**src/rtl/mac_sequencer.sv**
```systemverilog
// mac_sequencer: sequences one MacUnit and its x/w operand memories through a DOT or SCALED vector command.
// Optional build macro MAC_SEQ_PERF_EN adds the perf_cycles output (cycles from accept to result handshake).
module mac_sequencer #(
    parameter int ADDR_W     = 10,
    parameter int LEN_W      = 10,
    parameter int RD_LATENCY = 1
) (
    input  logic              clk,
    input  logic              reset,
    input  logic              cmd_valid,
    output logic              cmd_ready,
    input  logic              cmd_op,
    input  logic [LEN_W-1:0]  cmd_len,
    input  logic [ADDR_W-1:0] cmd_x_base,
    input  logic [ADDR_W-1:0] cmd_w_base,
    output logic              x_rd_en,
    output logic [ADDR_W-1:0] x_addr,
    output logic              w_rd_en,
    output logic [ADDR_W-1:0] w_addr,
    output logic              mac_reg_enable,
    output logic              mac_x_select,
    output logic              mac_w_select,
    output logic              mac_acc_loopback,
    output logic              mac_acc_update,
    output logic              res_valid,
    output logic              res_empty,
    input  logic              res_ready,
`ifdef MAC_SEQ_PERF_EN
    output logic [31:0]       perf_cycles,
`endif
    output logic              busy
);
    typedef enum logic [2:0] {IDLE, LOAD_K, ISSUE, DRAIN, DONE} state_t;
    state_t state_q, state_d;
    logic op_q, op_d;
    logic [LEN_W-1:0] cnt_q, cnt_d;
    logic [2:0] dcnt_q, dcnt_d;
    logic [2:0] tag_d, head;
    logic [RD_LATENCY-1:0][2:0] pipe_q, pipe_d;
    logic prod;
    logic cmd_ready_q, cmd_ready_d, busy_q, busy_d;
    logic x_rd_en_q, x_rd_en_d, w_rd_en_q, w_rd_en_d;
    logic [ADDR_W-1:0] x_addr_q, x_addr_d, w_addr_q, w_addr_d;
    logic reg_en_q, reg_en_d, xsel_q, xsel_d, wsel_q, wsel_d, loop_q, loop_d, upd_q, upd_d;
    logic res_valid_q, res_valid_d, res_empty_q, res_empty_d;
`ifdef MAC_SEQ_PERF_EN
    logic [31:0] run_q, run_d, perf_q, perf_d;
`endif

    // Next state, read issue and tag generation; the tag {valid, first, kload} travels with each read
    always_comb begin
        state_d   = state_q;
        op_d      = op_q;
        cnt_d     = cnt_q;
        dcnt_d    = dcnt_q;
        x_addr_d  = x_addr_q;
        w_addr_d  = w_addr_q;
        x_rd_en_d = 1'b0;
        w_rd_en_d = 1'b0;
        tag_d     = 3'b000;
        case (state_q)
            IDLE: if (cmd_valid) begin
                op_d     = cmd_op;
                cnt_d    = cmd_len - LEN_W'(1);
                x_addr_d = cmd_x_base;
                w_addr_d = cmd_w_base;
                if (cmd_len == '0) begin
                    state_d = DONE;
                end else begin
                    state_d   = cmd_op ? LOAD_K : ISSUE;
                    x_rd_en_d = 1'b1;
                    w_rd_en_d = ~cmd_op;
                    tag_d     = {1'b1, ~cmd_op, cmd_op};
                end
            end
            LOAD_K: begin
                state_d   = ISSUE;
                x_addr_d  = x_addr_q + ADDR_W'(1);
                x_rd_en_d = 1'b1;
                tag_d     = 3'b110;
            end
            ISSUE: if (cnt_q == '0) begin
                state_d = DRAIN;
                dcnt_d  = 3'(RD_LATENCY - 1);
            end else begin
                cnt_d     = cnt_q - LEN_W'(1);
                x_addr_d  = x_addr_q + ADDR_W'(1);
                w_addr_d  = w_addr_q + ADDR_W'(1);
                x_rd_en_d = 1'b1;
                w_rd_en_d = ~op_q;
                tag_d     = 3'b100;
            end
            DRAIN: if (dcnt_q == '0) state_d = DONE;
                   else dcnt_d = dcnt_q - 3'd1;
            DONE: if (res_ready) state_d = IDLE;
            default: state_d = IDLE;
        endcase
        cmd_ready_d = state_d == IDLE;
        busy_d      = state_d != IDLE;
        res_valid_d = state_d == DONE;
        res_empty_d = (state_d == DONE) && (state_q == IDLE || res_empty_q);
    end

    // Tag pipeline matching the memory read latency; the head decodes into next-cycle MacUnit strobes
    always_comb begin
        pipe_d    = pipe_q;
        pipe_d[0] = tag_d;
        for (int j = 1; j < RD_LATENCY; j++) pipe_d[j] = pipe_q[j-1];
        head     = pipe_q[RD_LATENCY-1];
        prod     = head[2] & ~head[0];
        reg_en_d = head[2] & head[0];
        xsel_d   = prod & ~op_q;
        wsel_d   = prod & ~op_q;
        upd_d    = prod;
        loop_d   = prod & ~head[1];
    end

`ifdef MAC_SEQ_PERF_EN
    // Accept-to-handshake cycle counter, saturating, published at the result handshake
    always_comb begin
        run_d  = (state_q == IDLE) ? 32'd1 : (&run_q ? run_q : run_q + 32'd1);
        perf_d = (state_q == DONE && res_ready) ? run_q : perf_q;
    end
`endif

    // State and registered outputs; reset abandons any command and flushes in-flight tags
    always_ff @(posedge clk or posedge reset) begin
        if (reset) begin
            state_q     <= IDLE;
            op_q        <= 1'b0;
            cnt_q       <= '0;
            dcnt_q      <= '0;
            pipe_q      <= '0;
            cmd_ready_q <= 1'b1;
            busy_q      <= 1'b0;
            x_rd_en_q   <= 1'b0;
            w_rd_en_q   <= 1'b0;
            x_addr_q    <= '0;
            w_addr_q    <= '0;
            reg_en_q    <= 1'b0;
            xsel_q      <= 1'b0;
            wsel_q      <= 1'b0;
            loop_q      <= 1'b0;
            upd_q       <= 1'b0;
            res_valid_q <= 1'b0;
            res_empty_q <= 1'b0;
`ifdef MAC_SEQ_PERF_EN
            run_q       <= '0;
            perf_q      <= '0;
`endif
        end else begin
            state_q     <= state_d;
            op_q        <= op_d;
            cnt_q       <= cnt_d;
            dcnt_q      <= dcnt_d;
            pipe_q      <= pipe_d;
            cmd_ready_q <= cmd_ready_d;
            busy_q      <= busy_d;
            x_rd_en_q   <= x_rd_en_d;
            w_rd_en_q   <= w_rd_en_d;
            x_addr_q    <= x_addr_d;
            w_addr_q    <= w_addr_d;
            reg_en_q    <= reg_en_d;
            xsel_q      <= xsel_d;
            wsel_q      <= wsel_d;
            loop_q      <= loop_d;
            upd_q       <= upd_d;
            res_valid_q <= res_valid_d;
            res_empty_q <= res_empty_d;
`ifdef MAC_SEQ_PERF_EN
            run_q       <= run_d;
            perf_q      <= perf_d;
`endif
        end
    end

    assign cmd_ready        = cmd_ready_q;
    assign busy             = busy_q;
    assign x_rd_en          = x_rd_en_q;
    assign w_rd_en          = w_rd_en_q;
    assign x_addr           = x_addr_q;
    assign w_addr           = w_addr_q;
    assign mac_reg_enable   = reg_en_q;
    assign mac_x_select     = xsel_q;
    assign mac_w_select     = wsel_q;
    assign mac_acc_loopback = loop_q;
    assign mac_acc_update   = upd_q;
    assign res_valid        = res_valid_q;
    assign res_empty        = res_empty_q;
`ifdef MAC_SEQ_PERF_EN
    assign perf_cycles      = perf_q;
`endif
endmodule
```
**config.mk**
```make
export PLATFORM = sky130hd
export DESIGN_NAME = mac_sequencer
export DESIGN_NICKNAME = d
export VERILOG_FILES = /design/src/rtl/mac_sequencer.sv
export SDC_FILE = /design/constraint.sdc
export NUM_CORES = 1
export LEC_CHECK = 0
export CAP_MARGIN = 15
export CORE_ASPECT_RATIO = 1.5
export CORE_MARGIN = 10
export CORE_UTILIZATION = 44
export DETAILED_ROUTE_END_ITERATION = 8
export GPL_ROUTABILITY_DRIVEN = 0
export HOLD_SLACK_MARGIN = 0.02
export PLACE_DENSITY = 0.72
export SYNTH_ARGS = -nofsm -noshare
export SYNTH_HDL_FRONTEND = slang
export SYNTH_SLANG_ARGS = --single-unit
```
**constraint.sdc**
```tcl
create_clock -name clk -period 3.6 [get_ports clk]
set_clock_uncertainty 0.1 [all_clocks]
set_input_delay 0.54 -clock clk [delete_from_list [all_inputs] [get_ports clk]]
set_output_delay 0.54 -clock clk [all_outputs]
set_load 0.005 [all_outputs]
```
### Congestion heat map

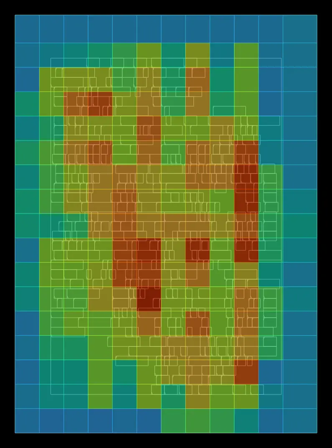
GRT met2 Usage: 24.5%
met1 routing resource usage after global routing: 17.6%
final core occ: 58.1%

### Metal 2

(4 px per um)
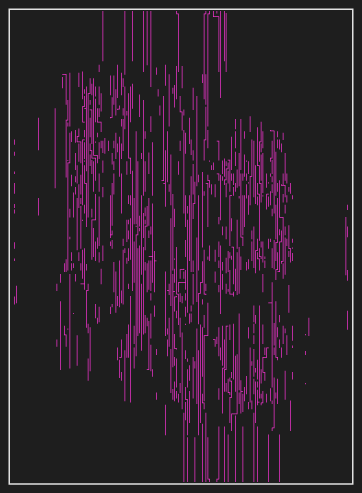
nets with wire on the layer = 358
longest straight run = 30.9 um
share of all routed wire = 50%
main direction = vertical
wire length on this layer = 3720 um

### Clock network drawn from the DEF

(2 px per um)
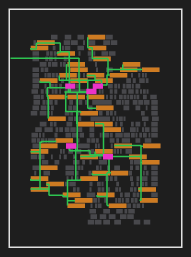
orange -> flip-flops  # count 49
magenta -> clock-net drivers  # count 5
green -> clock wires  # length 611 um
routed clock nets = 6

### Metal 1

(4 px per um) Supply wires on this layer in gray. Cells faint in the background.
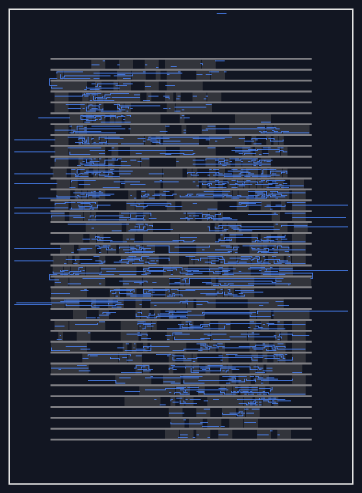
share of all routed wire = 42%
longest straight run = 23.5 um
total via count after detailed routing: 2663
aggregate routed wire length: 7440 um

### Metal 3

(4 px per um) Cells faint in the background.
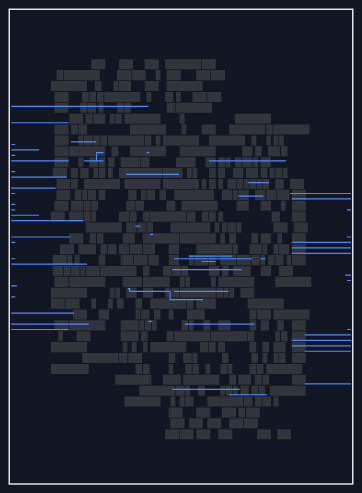
longest straight run = 34.0 um
main direction = horizontal
wire length on this layer = 534 um
grt met3 use: 3.99%

==> summary.txt <==
Numbers from the implementation run.

The flow ran to the end, and the final reports show no timing, DRC or antenna violations. In this run the top signal layer used is met4. The share of total power dissipated in combinational logic is 52.3%.

The number of cells on the worst reg-to-reg path is 8. Non-clock buffers make up between 10% and 20% of the layout cell area. The mean area per synthesized cell is 8.61 sq um.

In this run the maximum-capacitance check reported violations numbering 0. The part of the cycle the worst path needs is 83.0%. The library cell used as clock root buffer is clkbuf_8. The main area contributors are dfrtp_1 42%, a21oi_1 7.4%, nand2_1 6.2%. Summed over all nets, the half-perimeter wirelength after detailed placement is 5490 um. Counting instances in the post-synthesis netlist gives the leading cell types as 48 x dfrtp_1, 47 x nand2_1, 42 x a21oi_1, 26 x o21ai_0, 20 x nor2_1. The slew check shows that the tightest pin keeps a relative margin of between 30% and 40%. The cell type with the largest total area is dfrtp_1. The synthesized design contains 0 enable-type register cells. The final timing report lists a hold violation count of 0. The endpoint of the worst hold path is mac_acc_loopback. The power density over cell area is about 840 nW/um^2.

The most critical setup path has its startpoint at state_q[2]. The first global-routing pass estimated 12600 um of wire. Port buffering added between 60 and 70 buffers.

Registers take between 1000 and 1500 sq um. The switching power of the nets is roughly 1300 uW. The remaining global-route overflow is 0. The setup TNS is 0 ps. The most critical setup path has its endpoint at cnt_q[6].

The DRC violation total left in the routed layout is recorded as 0. The clock latency of the later-clocked register in the worst-skew pair is 300 ps. The OpenROAD report gives the critical path a required time of 3720 ps. The total track usage is 14.4%. In the layout the commonest cells are 65 x clkdlybuf4s50_1, 48 x dfrtp_1, 47 x nand2_1, 42 x a21oi_1, 26 x o21ai_0. According to the floorplan log, the row count is 35. The sequential share of the synthesized area is 43.3%. The commonest register cell after synthesis is dfrtp_1.

Synthesis produced a netlist whose cell count is 329. The flow reports that the clock network draws 12.6% of the design power. The yosys cell count is approximately 330. Per the cell usage report, the commonest logic cell in the layout is clkdlybuf4s50_1. The core footprint is 6220 sq um. The tap cell count is ~74. The share of total power dissipated in sequential elements is a little over a third. The post-synth net total is 369. The via count of the first global-routing pass is 2603. The number of fill cells is approximately 600. Leaving out the clock tree, the finished layout contains a buffer count of between 60 and 70. The total buffers and inverters traversed by the critical path is 0. Warnings reported by Yosys during synthesis add up to 0. The maximum fanout along the worst path is 14. The minimum clock period after layout is 2990 ps. The number of warning messages in the logs is 27.
[power by group through the flow]
stage	Sequential (uW)	Combinational, uW	Clock [uW]
global placement	1070	1570	0
global route	1110	1790	414
CTS	1060	1600	393
detailed placement	1070	1590	0
floorplan	1010	1060	0
finish	1060	1590	384
[through the flow]
stage | power, uW | std cells | worst slack, ps | utilization [%] | hold slack, ps
4_1_cts | 3060 | 461 | 608 | 58.1 | 332
3_5_place_dp | 2670 | 454 | 632 | 56.5 | 321
5_1_grt | 3320 | 461 | 409 | 58.1 | 331
2_1_floorplan | 2070 | 329 | 766 | - | 278
6_report | 3040 | 461 | 611 | 58.1 | 328
3_3_place_gp | 2640 | 454 | 717 | 56.5 | 318
Power is estimated from default activity; no workload was simulated.
